### Clock routing, run 1

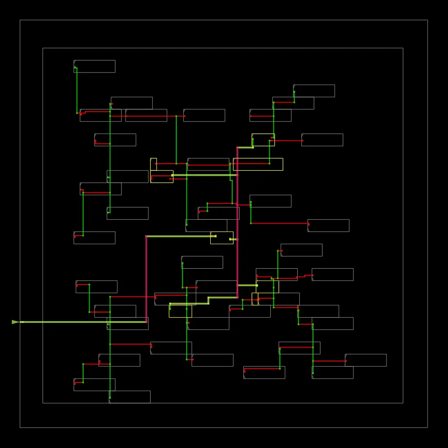
### A small window of the routed layout, run 1

Window x 58 to 78, y 58 to 78 µm. Cells in gray, sequential cells in the stronger gray; small squares are vias.
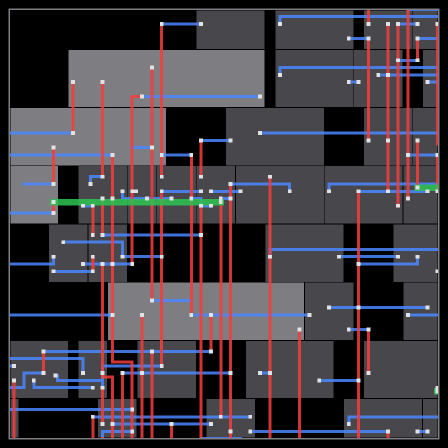
### Wiring by layer, run 1

Drawn at 6 px/µm. Two of the layers only.
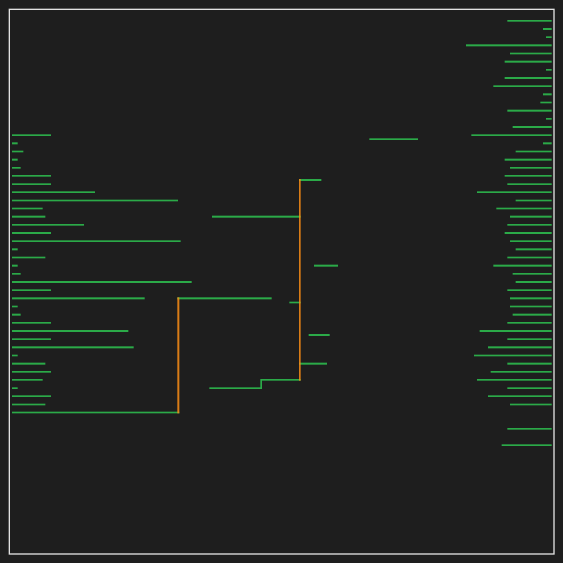
## config.mk

```make
export PLATFORM = sky130hd
export DESIGN_NAME = mem_arbiter
export DESIGN_NICKNAME = d
export VERILOG_FILES = /design/src/rtl/mem_arbiter.sv
export SDC_FILE = /design/constraint.sdc
export NUM_CORES = 1
export LEC_CHECK = 0
export CAP_MARGIN = 20
export CORE_MARGIN = 5
export CORE_UTILIZATION = 36
export DETAILED_ROUTE_END_ITERATION = 16
export HOLD_SLACK_MARGIN = 0.02
export PLACE_DENSITY = 0.76
export SYNTH_ARGS = -nofsm -noshare
export SYNTH_HDL_FRONTEND = slang
export SYNTH_SLANG_ARGS = --single-unit
```

## constraint.sdc

```tcl
create_clock -name clk -period 2.3 [get_ports clk]
set_input_delay 0.345 -clock clk [delete_from_list [all_inputs] [get_ports clk]]
set_output_delay 0.345 -clock clk [all_outputs]
set_load 0.01 [all_outputs]
```

## src/rtl/mem_arbiter.sv

```systemverilog
// mem_arbiter: shares one pipelined, multi-cycle main memory between the
// I-cache fill path and the D-cache fill / write-through path.
//
//   state    | meaning
//   ---------+-----------------------------------------------------------
//   ST_IDLE  | no transaction; sample d_req (priority) then i_req
//   ST_WRITE | single-cycle D-side write-through store
//   ST_FILL  | block fill for the latched owner: issue 8 reads, collect 8 words
//
// Reads are issued back to back while the return side counts words coming
// back from the memory pipeline, so the issue and receive counters run
// independently.  Return data is passed straight through to fill_data.

module mem_arbiter #(
  parameter int unsigned BLOCK_WORDS = 8,
  parameter int unsigned MEM_LATENCY = 4
) (
  input  logic        clk,
  input  logic        rst_n,

  input  logic        i_req,
  input  logic [15:0] i_addr,

  input  logic        d_req,
  input  logic        d_wr,
  input  logic [15:0] d_addr,
  input  logic [15:0] d_wdata,

  output logic        i_grant,
  output logic        d_grant,
  output logic        i_fill_valid,
  output logic        d_fill_valid,
  output logic [15:0] fill_data,
  output logic [2:0]  fill_idx,
  output logic        i_done,
  output logic        d_done,

  output logic        mem_en,
  output logic        mem_wr,
  output logic [15:0] mem_addr,
  output logic [15:0] mem_wdata,
  input  logic [15:0] mem_rdata,
  input  logic        mem_rdata_valid,

  output logic        busy
);

  // Block size is fixed at 8 words; the counters are one bit wider so that
  // "all issued" / "all received" is representable.
  localparam logic [3:0] BLK_CNT  = 4'(BLOCK_WORDS);
  localparam logic [3:0] LAST_IDX = 4'(BLOCK_WORDS - 1);

  typedef enum logic [1:0] {
    ST_IDLE  = 2'd0,
    ST_WRITE = 2'd1,
    ST_FILL  = 2'd2
  } state_t;

  state_t      state, state_nxt;
  logic        owner_d, owner_d_nxt;     // 1 = D side owns the transaction
  logic [14:0] addr_q, addr_nxt;         // latched byte address bits [15:1]
  logic [15:0] wdata_q, wdata_nxt;
  logic [3:0]  issue_cnt, issue_nxt;
  logic [3:0]  recv_cnt, recv_nxt;

  logic        fill_issue;
  logic        fill_recv;
  logic        fill_last;

  // Byte-lane bit 0 of the addresses is never used; the memory latency only
  // shapes the external timeline, not this controller's logic.
  logic        unused_inputs;
  assign unused_inputs = ^{i_addr[0], d_addr[0], MEM_LATENCY[0]};

  // Qualifiers for the two independent halves of a fill.
  always_comb begin
    fill_issue = 1'b0;
    fill_recv  = 1'b0;
    fill_last  = 1'b0;
    if (state == ST_FILL) begin
      fill_issue = (issue_cnt < BLK_CNT);
      // Returns beyond the last word are ignored.
      fill_recv  = mem_rdata_valid && (recv_cnt < BLK_CNT);
      fill_last  = fill_recv && (recv_cnt == LAST_IDX);
    end
  end

  // State and transaction context registers.
  always_ff @(posedge clk or negedge rst_n) begin
    if (!rst_n) begin
      state     <= ST_IDLE;
      owner_d   <= 1'b0;
      addr_q    <= '0;
      wdata_q   <= '0;
      issue_cnt <= '0;
      recv_cnt  <= '0;
    end else begin
      state     <= state_nxt;
      owner_d   <= owner_d_nxt;
      addr_q    <= addr_nxt;
      wdata_q   <= wdata_nxt;
      issue_cnt <= issue_nxt;
      recv_cnt  <= recv_nxt;
    end
  end

  // Next-state, context update and all outputs.
  always_comb begin
    state_nxt    = state;
    owner_d_nxt  = owner_d;
    addr_nxt     = addr_q;
    wdata_nxt    = wdata_q;
    issue_nxt    = issue_cnt;
    recv_nxt     = recv_cnt;

    i_grant      = 1'b0;
    d_grant      = 1'b0;
    i_fill_valid = 1'b0;
    d_fill_valid = 1'b0;
    fill_data    = '0;
    fill_idx     = '0;
    i_done       = 1'b0;
    d_done       = 1'b0;
    mem_en       = 1'b0;
    mem_wr       = 1'b0;
    mem_addr     = '0;
    mem_wdata    = '0;
    busy         = (state != ST_IDLE);

    unique case (state)
      ST_IDLE: begin
        // D side has fixed priority; a losing I request simply stays pending.
        if (d_req) begin
          owner_d_nxt = 1'b1;
          addr_nxt    = d_addr[15:1];
          wdata_nxt   = d_wdata;
          issue_nxt   = '0;
          recv_nxt    = '0;
          state_nxt   = d_wr ? ST_WRITE : ST_FILL;
        end else if (i_req) begin
          owner_d_nxt = 1'b0;
          addr_nxt    = i_addr[15:1];
          wdata_nxt   = d_wdata;
          issue_nxt   = '0;
          recv_nxt    = '0;
          state_nxt   = ST_FILL;
        end
      end

      ST_WRITE: begin
        mem_en    = 1'b1;
        mem_wr    = 1'b1;
        mem_addr  = {addr_q, 1'b0};
        mem_wdata = wdata_q;
        d_grant   = 1'b1;
        d_done    = 1'b1;
        state_nxt = ST_IDLE;
      end

      ST_FILL: begin
        if (owner_d) begin
          d_grant = 1'b1;
        end else begin
          i_grant = 1'b1;
        end

        // Issue side: one read per cycle in word order, block-aligned.
        if (fill_issue) begin
          mem_en    = 1'b1;
          mem_addr  = {addr_q[14:3], issue_cnt[2:0], 1'b0};
          issue_nxt = issue_cnt + 4'd1;
        end

        // Return side: words arrive in issue order, so the receive count
        // is the word index.
        if (fill_recv) begin
          fill_data = mem_rdata;
          fill_idx  = recv_cnt[2:0];
          recv_nxt  = recv_cnt + 4'd1;
          if (owner_d) begin
            d_fill_valid = 1'b1;
          end else begin
            i_fill_valid = 1'b1;
          end
        end

        if (fill_last) begin
          if (owner_d) begin
            d_done = 1'b1;
          end else begin
            i_done = 1'b1;
          end
          state_nxt = ST_IDLE;
        end
      end

      default: begin
        state_nxt = ST_IDLE;
      end
    endcase
  end

endmodule

```

==> Slide: Implementation Results, run 1 <==
Flow Results at a Glance

Timing
  • RSZ-0062 raised after global routing: true
  • Setup slack after layout: 0.0702 ns
  • Crit share post-route: 0.969

Synth
  • Post-synthesis net count: 311
  • Synthesized netlist cell count: approximately 240
  • Mapped cell area: ~2300 µm²
  • Avg Cell Area, Syn: 9.90 µm²
  • Yosys cell types: 35
  • Synth flops: 42
  • Commonest flop: dfrtp_1
  • Area leader share: 0.450
  • Largest area contributor in the netlist: dfrtp_1

Status
  • Status: finished, final reports clean

Min path
  • HP Class: reg2reg
  • Hold endpoint: addr_q[7]$_DFFE_PN0P_

Global route
  • Global-route wire length before repair: 10,400 µm
  • Vias in the first global route: around 2,200
  • Largest net degree at the start of global routing: 29

Place
  • Dpl ws: 0.0360 ns
  • PortBufs: about 130
  • Detailed placement HPWL: approximately 5000 µm

Power
  • Worst vdd ir: about 530 µV
  • Switching share of power: 0.367
  • Clk pwr share: 0.142
  • P per Cell Area: 1060 nW/µm²
  • Clock group: about 0.57 mW
  • Logic pwr share: 0.537
  • Internal power: 2.56 mW
  • P_seq: 1.30 mW

Route
  • Vias post-DR: approximately 2,200
  • Final ANT Viol Nets: 0
  • Vias per Instance: around 4.8

Critical path
  • Setup CP Type: reg2out
  • R2R Setup Slk: about 0.5 ns
  • Reg2reg path depth: 6
  • Slowest-stage cell, CP: dfrtp_1
  • Startpoint Class: register

Clocking
  • H-tree levels: 2
  • Post-cts sizing count: about 40

Cells and area
  • Area growth from synthesis to layout: 64.3%
  • Net count, final: about 450

Floorplanning
  • Die area: 8200 µm²
  • Die Wd: ~90 µm
## Picture notes: 'Clock routing'
Clock Latency Late Sink: 0.29 ns
Flops: 42

## Picture notes: 'A small window of the routed layout'
Blue shows M1. Red shows M2. Green shows M3.
Sequential cells in the window: 3. Netlist names of flops here include recv_cnt (3). Most frequent: and2_1 (8), clkdlybuf4s50_1 (5). 32 logic cells have their middle in the window.

## Picture notes: 'Wiring by layer'
Orange shows M4, wire length 52.4 µm. Green shows M3, wire length 720 µm.
Total Routing Usage GR: 0.153
Total Routed Length: 6340 µm
average wire per standard cell: 14.2 µm

-- run 1: final cells by class --
type,count,share of cell area
repair buffers,142,0.353
multi-input cells,174,0.316
flip-flops and latches,42,0.274
well taps,77,0.0251
clock buffers,7,0.0199
clock inverters,1,0.00783
inverters,5,0.00489
-- run 1: per-stage QoR --
stage	TNS [ns]	total power, mW	instance area [µm²]	instances
after detailed placement	0	3.59	3730	438
final	0	4.05	3840	448
after floorplan	0	2.52	2340	236
after global routing	-0.131	4.40	3840	448
after CTS	0	4.05	3800	447
after global placement	0	3.53	3730	438
-- run 1: layer usage --
metal | global-route usage | vias up | routed length [µm] | share of wire
li1 | - | 1072 | - | -
met1 | 0.179 | 993 | 2520 | 0.40
met2 | 0.259 | 96 | 3050 | 0.48
met3 | 0.0658 | 7 | 719 | 0.11
met4 | 0.0335 | 0 | 52 | 0.0082
met5 | 0 | - | 0 | 0
-- run 1: worst max-delay path by stage --
| stage | start | end | slack (ns) |
|---|---|---|---|
| after floorplan | state[0]$_DFFE_PN0P_ | mem_addr[10] | 0.51 |
| after CTS | state[1]$_DFFE_PN0P_ | mem_wdata[4] | 0.0008 |
| after global routing | state[0]$_DFFE_PN0P_ | mem_addr[15] | -0.03 |
| after detailed placement | mem_rdata_valid | fill_data[5] | 0.04 |
| final | state[0]$_DFFE_PN0P_ | mem_addr[11] | 0.07 |
| after global placement | mem_rdata_valid | fill_data[10] | 0.03 |
-- run 1: flip-flops by register name, indices dropped and copies added, names as in the netlist --
register,cells
addr_q,15
issue_cnt,4
state,2
recv_cnt,4
wdata_q,16
owner_d,1
-- run 1: worst min-delay path: stages (launching register included) --
cell and delay, ns:
dfrtp_1 0.34, nand2_1 0.04, o21ai_0 0.06
### M2 wires, run 1

Drawn at 4 px/µm.
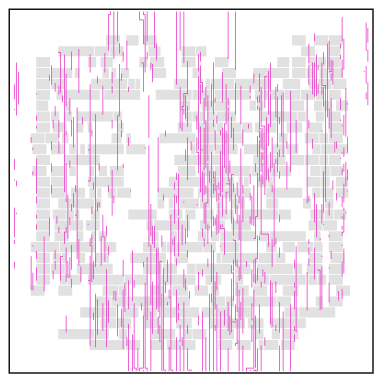

--- run 2 (diff from run 1) ---
--- a/config.mk
+++ b/config.mk
@@ -11,6 +11,7 @@
 export DETAILED_ROUTE_END_ITERATION = 16
 export HOLD_SLACK_MARGIN = 0.02
 export PLACE_DENSITY = 0.76
+export SKIP_CTS_REPAIR_TIMING = 1
 export SYNTH_ARGS = -nofsm -noshare
 export SYNTH_HDL_FRONTEND = slang
 export SYNTH_SLANG_ARGS = --single-unit
### M2 wires, run 2

Drawn at 4 px/µm.
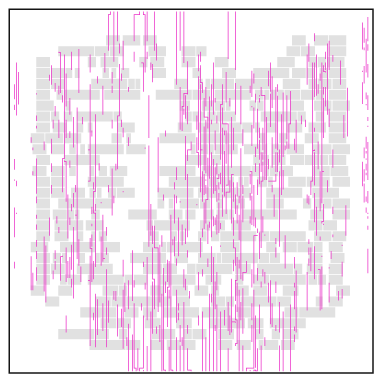
The wires run mostly vertical. 371 nets have wire on it. The layer holds 48% of the routed length.
GR Util met2: 0.255
Total Routed Length: 6500 µm

### A small window of the routed layout, run 2

Window x 58 to 78, y 58 to 78 µm. Cells in gray, sequential cells in the stronger gray; small squares are vias.
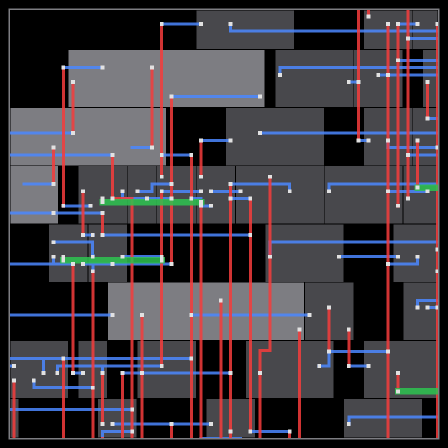
Blue shows M1. Green shows M3. Red shows M2.
Sequential cells in the window: 3. Netlist names of flops here include recv_cnt (3). 31 logic cells have their middle in the window. Most frequent: and2_1 (8), clkdlybuf4s50_1 (4).

==> run 2 against run 1 <==
Net effect: the flow now finishes with violations (setup timing); via count is 0.18% higher; die area did not move; area after synthesis stayed put; setup slack got worse by 0.18 ns; sequential cell count unchanged; clock-buffer cell count stayed put; clock skew down 0.0017 ns; utilization is 2.2 points higher; register-to-register slack better by 0.12 ns; maximum frequency fell by 7.4%; hold slack about the same; sequential power hardly changed; largest power group unchanged; highest routed layer unchanged.
==> Slide: Implementation Results, run 2 <==
Flow Results at a Glance

Synth
  • Synthesized netlist cell count: 236 (unchanged)
  • Yosys cell types: 35 (unchanged)
  • Synth flops: 42 (unchanged)
  • Largest area contributor in the netlist: dfrtp_1
  • Post-synthesis net count: 311 (unchanged)
  • Avg Cell Area, Syn: 9.90 µm² (unchanged)
  • Area leader share: 0.450 (unchanged)
  • Mapped cell area: 2340 µm² (unchanged)

Global route
  • Met3 Usage GRT: 0.0600 (-0.00583)
  • Total Routing Usage GR: 0.151 (-0.00209)
  • M1 GR Usage: 0.178 (-0.00104)
  • Global-route wire length before repair: 10,200 µm (-1.4%)
  • Grt peak-use layer: met2

Min path
  • HP Class: reg2reg

Cells and area
  • Final Cell Area: 3980 µm² (+3.7%)
  • Max reg flops: 16 (unchanged)
  • Net count, final: 445 (unchanged)
  • Area growth from synthesis to layout: 70.3%
  • Biggest regs: wdata_q: 16 flops, addr_q: 15 flops

Route
  • Metal-1 WL: 2710 µm (+7.4%)
  • Vias post-DR: 2,172 (+0.18%)
  • WL met2: 3140 µm (+2.8%)

Timing
  • Setup slack after layout: -0.107 ns (-0.177 ns)
  • Setup TNS: -0.379 ns (-0.379 ns)
  • RSZ-0062 raised after global routing: true
  • # setup viols final: 14

Power
  • P per Cell Area: 1040 nW/µm² (-1.1%)
  • Worst vdd ir: 534 µV (+1.2%)

Place
  • PortBufs: 126 (unchanged)
  • DP Area: 3730 µm² (unchanged)
  • Detailed placement HPWL: 5060 µm (unchanged)

Clocking
  • H-tree levels: 2 (unchanged)
  • Clock Latency Late Sink: 0.29 ns (about the same)

Critical path
  • Setup CP Type: reg2out
  • Startpoint Class: register
  • Critical Path Source: state[0]$_DFFE_PN0P_
  • R2R Setup Slk: 0.62 ns (+0.12 ns)

Status
  • Status: complete, but fails checks
  • Violated checks: setup timing

Floorplanning
  • Die Wd: 90.6 µm (unchanged)
  • Die area: 8200 µm² (unchanged)
run 2: path summary, 6_finish.rpt:
kind	endpoint	depth (start not counted)
setup reg to reg	state[0]$_DFFE_PN0P_	5
setup / recovery	d_done	7
hold / removal	addr_q[7]$_DFFE_PN0P_	2
min in group asynchronous	wdata_q[12]$_DFFE_PN0P_	2
hold reg to reg	addr_q[7]$_DFFE_PN0P_	2
max in group asynchronous	addr_q[14]$_DFFE_PN0P_	3
run 2: logic make-up (layout without fill, tap and decap cells):
group / count (synthesis) / in the layout / share of synthesized area
and+or+nand+nor: 93 / 93 / 0.216
AOI/OAI and AO/OA: 44 / 44 / 0.122
DFF: 42 / 42 / 0.450
muxes: 31 / 31 / 0.141
buffers and inverters: 20 / 155 / 0.0423
adders and majority gates: 5 / 5 / 0.0268
other: 1 / 1 / 0.00161
run 2: through the flow:
step / worst slack, ns / std cells
2_1_floorplan: 0.508 / 236
5_1_grt: -0.185 / 448
3_5_place_dp: 0.0360 / 438
3_3_place_gp: 0.0312 / 438
4_1_cts: -0.218 / 446
6_report: -0.107 / 448
run 2: critical path, stage by stage, from the launching register on:
cell,delay [ns]
dfrtp_1,0.40
inv_2,0.10
ha_2,0.19
buf_4,0.14
a21oi_1,0.06
nor2b_1,0.19
o21a_1,0.15
clkdlybuf4s50_1,0.54
run 2: final cells by class:
cell class | count | area share
well taps | 77 | 0.0242
multi-input cells | 174 | 0.306
flip-flops and latches | 42 | 0.264
clock inverters | 1 | 0.00755
inverters | 5 | 0.00472
clock buffers | 7 | 0.0192
repair buffers | 142 | 0.375
run 2: where the power goes:
group,total (mW),switching (mW),internal [mW]
Combinational,2.28,1.03,1.25
Clock,0.575,0.250,0.325
Sequential,1.30,0.209,1.09
Total,4.15,1.49,2.66
Power figures rest on the tool's default switching activity, not on a simulated workload.
